==> config.mk <==
export PLATFORM = sky130hd
export DESIGN_NAME = icache_axi_rd_bridge_flat
export DESIGN_NICKNAME = d
export VERILOG_FILES = /design/src/rtl/icache_axi_rd_bridge_if.sv /design/src/rtl/icache_axi_rd_bridge.sv /design/src/flat_wrapper.sv
export SDC_FILE = /design/constraint.sdc
export NUM_CORES = 1
export LEC_CHECK = 0
export ABC_AREA = 0
export CORE_UTILIZATION = 37
export CTS_CLUSTER_SIZE = 28
export DETAILED_ROUTE_END_ITERATION = 10
export GPL_TIMING_DRIVEN = 0
export PLACE_DENSITY = 0.8
export SLEW_MARGIN = 20
export SYNTH_ARGS = -nofsm -noshare
export SYNTH_HDL_FRONTEND = slang
export SYNTH_SLANG_ARGS = --single-unit
==> constraint.sdc <==
create_clock -name clock -period 1.85 [get_ports clock]
set_input_delay 0.2775 -clock clock [delete_from_list [all_inputs] [get_ports clock]]
set_output_delay 0.2775 -clock clock [all_outputs]
set_load 0.01 [all_outputs]
==> src/rtl/icache_axi_rd_bridge_if.sv <==
// Bundle of the I-cache refill port and the AXI4 AR/R channels seen by the bridge.
// Purely wiring: no logic, no latency.
// master = bridge side, slave = cache/AXI environment side; rd_err exists only with ICACHE_AXI_RD_ERR_EN.
interface icache_axi_rd_bridge_if #(
    parameter int ADDR_W = 32,
    parameter int DATA_W = 64
);
    // cache request side
    logic              rd_req;
    logic [ADDR_W-1:0] rd_addr;
    logic              rd_rdy;
    // cache return side
    logic              ret_valid;
    logic              ret_last;
    logic [DATA_W-1:0] ret_data;
    // AXI AR channel
    logic              arvalid;
    logic              arready;
    logic [ADDR_W-1:0] araddr;
    logic [3:0]        arid;
    logic [7:0]        arlen;
    logic [2:0]        arsize;
    logic [1:0]        arburst;
    // AXI R channel
    logic              rvalid;
    logic              rready;
    logic [DATA_W-1:0] rdata;
    logic [1:0]        rresp;
    logic              rlast;
`ifdef ICACHE_AXI_RD_ERR_EN
    logic              rd_err;
`endif

    modport master (
        input  rd_req, rd_addr, arready, rvalid, rdata, rresp, rlast,
        output rd_rdy, ret_valid, ret_last, ret_data,
        output arvalid, araddr, arid, arlen, arsize, arburst, rready
`ifdef ICACHE_AXI_RD_ERR_EN
        , output rd_err
`endif
    );

    modport slave (
        output rd_req, rd_addr, arready, rvalid, rdata, rresp, rlast,
        input  rd_rdy, ret_valid, ret_last, ret_data,
        input  arvalid, araddr, arid, arlen, arsize, arburst, rready
`ifdef ICACHE_AXI_RD_ERR_EN
        , input rd_err
`endif
    );
endinterface

==> src/rtl/icache_axi_rd_bridge.sv <==
// I-cache line refill: one rd_req becomes one AXI4 INCR burst of BEATS beats, streamed back on ret_*.
// Latency: rd_req edge N -> first ret_valid at N+3 at best (arready at N+1, rvalid at N+2).
// Backpressure: AR stalls until arready; R beats taken whenever rvalid (cache cannot stall); one line in flight.
// Optional ICACHE_AXI_RD_ERR_EN adds sticky rd_err for bad rresp or misplaced rlast.
module icache_axi_rd_bridge #(
    parameter int ADDR_W = 32,
    parameter int DATA_W = 64,
    parameter int BEATS  = 2,
    parameter int AXI_ID = 0
) (
    input  logic                     clock,
    input  logic                     reset,
    icache_axi_rd_bridge_if.master   bus
);
    localparam int CNT_W      = $clog2(BEATS);
    localparam int LINE_BYTES = BEATS * DATA_W / 8;

    typedef enum logic [1:0] {
        S_IDLE = 2'd0,
        S_AR   = 2'd1,
        S_R    = 2'd2
    } state_t;

    state_t            state;
    logic [CNT_W-1:0]  cnt;
    logic              arvalid_q;
    logic [ADDR_W-1:0] araddr_q;
    logic              rready_q;
    logic              ret_valid_q;
    logic              ret_last_q;
    logic [DATA_W-1:0] ret_data_q;
    logic              r_hs;
    logic              final_beat;

    assign r_hs       = bus.rvalid && rready_q;
    assign final_beat = (cnt == CNT_W'(BEATS - 1));

    // Request/burst sequencer; the beat counter alone decides framing, never rlast.
    always_ff @(posedge clock) begin
        if (reset) begin
            state       <= S_IDLE;
            cnt         <= '0;
            arvalid_q   <= 1'b0;
            araddr_q    <= '0;
            rready_q    <= 1'b0;
            ret_valid_q <= 1'b0;
            ret_last_q  <= 1'b0;
            ret_data_q  <= '0;
        end else begin
            ret_valid_q <= 1'b0;
            ret_last_q  <= 1'b0;
            case (state)
                S_IDLE: begin
                    if (bus.rd_req) begin
                        araddr_q  <= bus.rd_addr & ~ADDR_W'(LINE_BYTES - 1);
                        arvalid_q <= 1'b1;
                        state     <= S_AR;
                    end
                end
                S_AR: begin
                    if (bus.arready) begin
                        arvalid_q <= 1'b0;
                        rready_q  <= 1'b1;
                        cnt       <= '0;
                        state     <= S_R;
                    end
                end
                S_R: begin
                    if (r_hs) begin
                        ret_data_q  <= bus.rdata;
                        ret_valid_q <= 1'b1;
                        ret_last_q  <= final_beat;
                        cnt         <= cnt + 1'b1;
                        if (final_beat) begin
                            rready_q <= 1'b0;
                            state    <= S_IDLE;
                        end
                    end
                end
                default: begin
                    state     <= S_IDLE;
                    arvalid_q <= 1'b0;
                    rready_q  <= 1'b0;
                end
            endcase
        end
    end

`ifdef ICACHE_AXI_RD_ERR_EN
    logic rd_err_q;

    // Sticky error: any beat with a non-OKAY response or rlast out of step with the counter.
    always_ff @(posedge clock) begin
        if (reset) begin
            rd_err_q <= 1'b0;
        end else if (state == S_R && r_hs && ((bus.rresp != 2'b00) || (bus.rlast != final_beat))) begin
            rd_err_q <= 1'b1;
        end
    end

    assign bus.rd_err = rd_err_q;
`else
    // Response status and rlast carry no meaning for the cache in this build.
    logic unused_r;
    assign unused_r = ^{bus.rresp, bus.rlast};
`endif

    assign bus.rd_rdy    = (state == S_IDLE);
    assign bus.arvalid   = arvalid_q;
    assign bus.araddr    = araddr_q;
    assign bus.arid      = 4'(AXI_ID);
    assign bus.arlen     = 8'(BEATS - 1);
    assign bus.arsize    = 3'($clog2(DATA_W / 8));
    assign bus.arburst   = 2'b01;
    assign bus.rready    = rready_q;
    assign bus.ret_valid = ret_valid_q;
    assign bus.ret_last  = ret_last_q;
    assign bus.ret_data  = ret_data_q;
endmodule

==> src/flat_wrapper.sv <==
// flat-port wrapper written by rule: the top's interface ports become plain ports
module icache_axi_rd_bridge_flat 
#(
    parameter int ADDR_W = 32,
    parameter int DATA_W = 64,
    parameter int BEATS  = 2,
    parameter int AXI_ID = 0
)
  (clock, reset, bus_rd_req, bus_rd_addr, bus_arready, bus_rvalid, bus_rdata, bus_rresp, bus_rlast, bus_rd_rdy, bus_ret_valid, bus_ret_last, bus_ret_data, bus_arvalid, bus_araddr, bus_arid, bus_arlen, bus_arsize, bus_arburst, bus_rready);
  icache_axi_rd_bridge_if #(.ADDR_W(ADDR_W), .DATA_W(DATA_W)) bus_i ();
  input  logic clock;
  input  logic reset;
  input wire logic [$bits(bus_i.rd_req)-1:0] bus_rd_req;
  input wire logic [$bits(bus_i.rd_addr)-1:0] bus_rd_addr;
  input wire logic [$bits(bus_i.arready)-1:0] bus_arready;
  input wire logic [$bits(bus_i.rvalid)-1:0] bus_rvalid;
  input wire logic [$bits(bus_i.rdata)-1:0] bus_rdata;
  input wire logic [$bits(bus_i.rresp)-1:0] bus_rresp;
  input wire logic [$bits(bus_i.rlast)-1:0] bus_rlast;
  output wire logic [$bits(bus_i.rd_rdy)-1:0] bus_rd_rdy;
  output wire logic [$bits(bus_i.ret_valid)-1:0] bus_ret_valid;
  output wire logic [$bits(bus_i.ret_last)-1:0] bus_ret_last;
  output wire logic [$bits(bus_i.ret_data)-1:0] bus_ret_data;
  output wire logic [$bits(bus_i.arvalid)-1:0] bus_arvalid;
  output wire logic [$bits(bus_i.araddr)-1:0] bus_araddr;
  output wire logic [$bits(bus_i.arid)-1:0] bus_arid;
  output wire logic [$bits(bus_i.arlen)-1:0] bus_arlen;
  output wire logic [$bits(bus_i.arsize)-1:0] bus_arsize;
  output wire logic [$bits(bus_i.arburst)-1:0] bus_arburst;
  output wire logic [$bits(bus_i.rready)-1:0] bus_rready;
  assign bus_i.rd_req = bus_rd_req;
  assign bus_i.rd_addr = bus_rd_addr;
  assign bus_i.arready = bus_arready;
  assign bus_i.rvalid = bus_rvalid;
  assign bus_i.rdata = bus_rdata;
  assign bus_i.rresp = bus_rresp;
  assign bus_i.rlast = bus_rlast;
  assign bus_rd_rdy = bus_i.rd_rdy;
  assign bus_ret_valid = bus_i.ret_valid;
  assign bus_ret_last = bus_i.ret_last;
  assign bus_ret_data = bus_i.ret_data;
  assign bus_arvalid = bus_i.arvalid;
  assign bus_araddr = bus_i.araddr;
  assign bus_arid = bus_i.arid;
  assign bus_arlen = bus_i.arlen;
  assign bus_arsize = bus_i.arsize;
  assign bus_arburst = bus_i.arburst;
  assign bus_rready = bus_i.rready;
  icache_axi_rd_bridge #(.ADDR_W(ADDR_W), .DATA_W(DATA_W), .BEATS(BEATS), .AXI_ID(AXI_ID)) u_core (.clock(clock), .reset(reset), .bus(bus_i));
endmodule
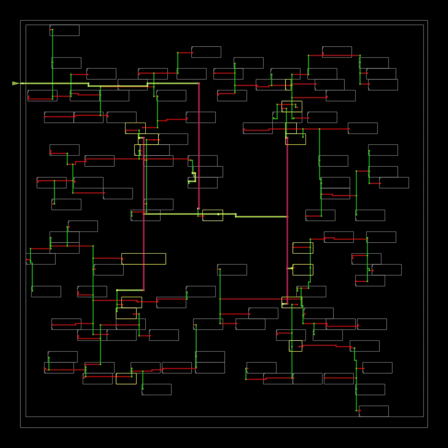
*Clock wiring as the flow saved it*
Sink Count: 99
CTS Buf Count: 9
P_clk: 1410 uW
Fin Clk Skew: 0.00734 ns
CLK BUF: 13

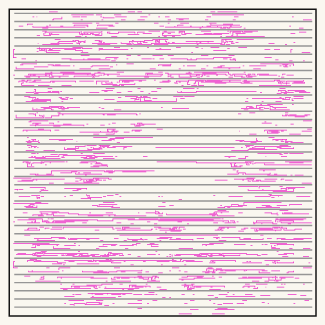
*Met1 routing*
Drawn at 3 px/um. Supply wires on this layer in grey.
main direction: horizontal
nets with wire on the layer: 667
share of all routed wire: 40%
longest straight run: 32.7 um
wire length on this layer: 4030 um
final wirelength: 10200 um
GR Util met1: 0.214
Via Count: 3683

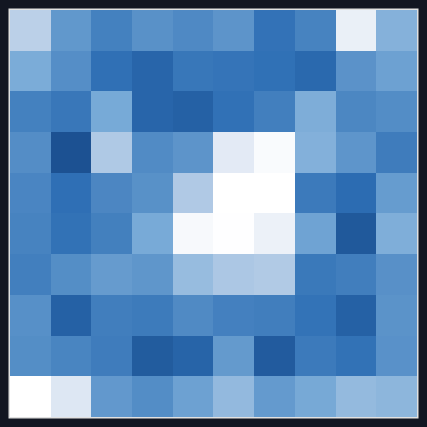
*Placement density heat map*
Drawn at 4 px/um. 10 x 10 tiles, from white (low) to dark blue (high), 0 to 100% covered.
emptiest ninth of the die: middle
fullest tile: 87%
tiles over 75% full: 12%
mean over tiles: 57%
nearly empty tiles: 4.0%
Post-Route Utilization: 0.622
Floorplan Utilization: 0.378
Core ar.: 0.00973 mm2

==> results.yml <==
# implementation run metrics
synth:
  synth_warnings: 0
  yosysTopAreaCellShare: 0.538
  xor_area_frac: 0
  yosysTopAreaCell: "dfxtp_1"
  ys_cells: 455
  ys_sh_mux: 0
  ff_type: "dfxtp_1"
  top_cell: "nand2_1"
  synthTopCellsByCount: "185 x nand2_1, 99 x dfxtp_1, 95 x a21oi_1"
  netlist_instances: 455
min_path:
  hold_end: "u_core.bus.ret_valid$_SDFF_PP0_"
  hold_start: "reset"
  whs_path_depth: 2
final_layout:
  final_cells: 815
  num-multi-input-gates: 322
  seq_area_frac: 0.328
  final.fill_count: 865
  largest_class: "non-clock buffers"
  inv_count: 0
  buffers_excl_clock: 245
  largest_reg_flops: 64
  clock_area_frac: 0.0339
  ff_count: 99
  insertedDiodeCount: 0
critical_path:
  crit_path_end_kind: "output port"
  path_depth: 3
  cp_cell_sequence: "buf_6, nor2_1, clkdlybuf4s50_1"
  slowest_delay_ns: 0.55
  regToRegEndpoint: "u_core.bus.araddr[26]$_SDFFE_PP0P_"
  cp-startpoint: "u_core.state[0]$_SDFFE_PP0P_"
  reg2reg_depth: 5
  worstSetupStartpointType: "register"
  worstPathArrival_ns: 1.47
  cp_data_required_time_ns: 1.57
pwr:
  power_frac_comb: 0.149
  peakVddDrop_mv: 0.342
  comb_power_uw: 634
  p_int_uw: 3280
  p_per_area_mw_per_mm2: 706
  swShare: 0.231
  p_leak_uw: 0.00219
outcome:
  outcome: "finished clean"
route:
  dr.pass1.iters: 4
  wl_met3_um: 901
  highest_layer: "met4"
  drt_iter0_markers: 39
grt:
  grtUsageTotal: 0.194
  grt_pass1_wl_um: 15700
  top_usage_layer: "met2"
place:
  gp_congestion: 0.695
sta:
  worstMarginPinSlew_ns: 0.532
  timing.final.ws_setup_ns: 0.101
  fmax_mhz: 572
clocking:
  h-tree-depth: 3
  ctsResizeCount: 0
  path_clk_slew_ns: 0.09
  cts_setup_buffers: 0
floorplan:
  nWellTaps: 133
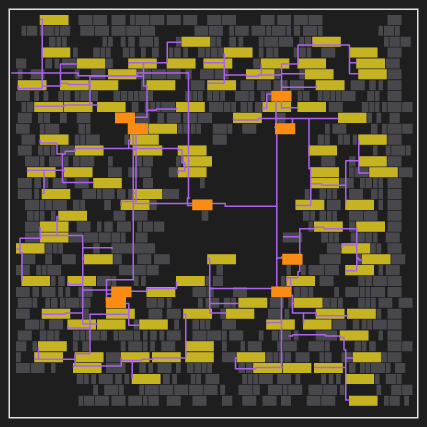
*Clock wires, drivers and flops*
Drawn at 4 px/um.
legend:
  orange:
    item: clock-net drivers
    count: 9
  purple:
    item: clock wires
    length: 1090 um
  yellow:
    item: flip-flops
    count: 99
routed clock nets: 10
flops lie: spread over the die

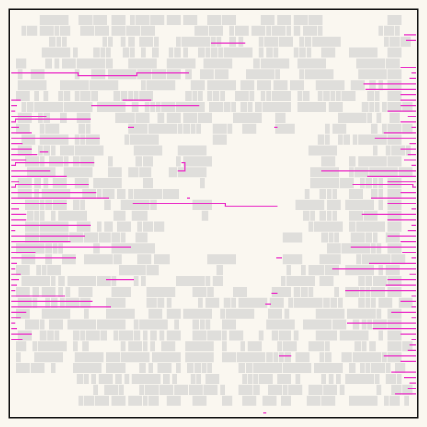
*Signal wires on met3*
Drawn at 4 px/um. Cells faint in the background.
longest straight run: 29.7 um
nets with wire on the layer: 116
share of all routed wire: 8.8%
main direction: horizontal

Power figures rest on the tool's default switching activity, not on a simulated workload.
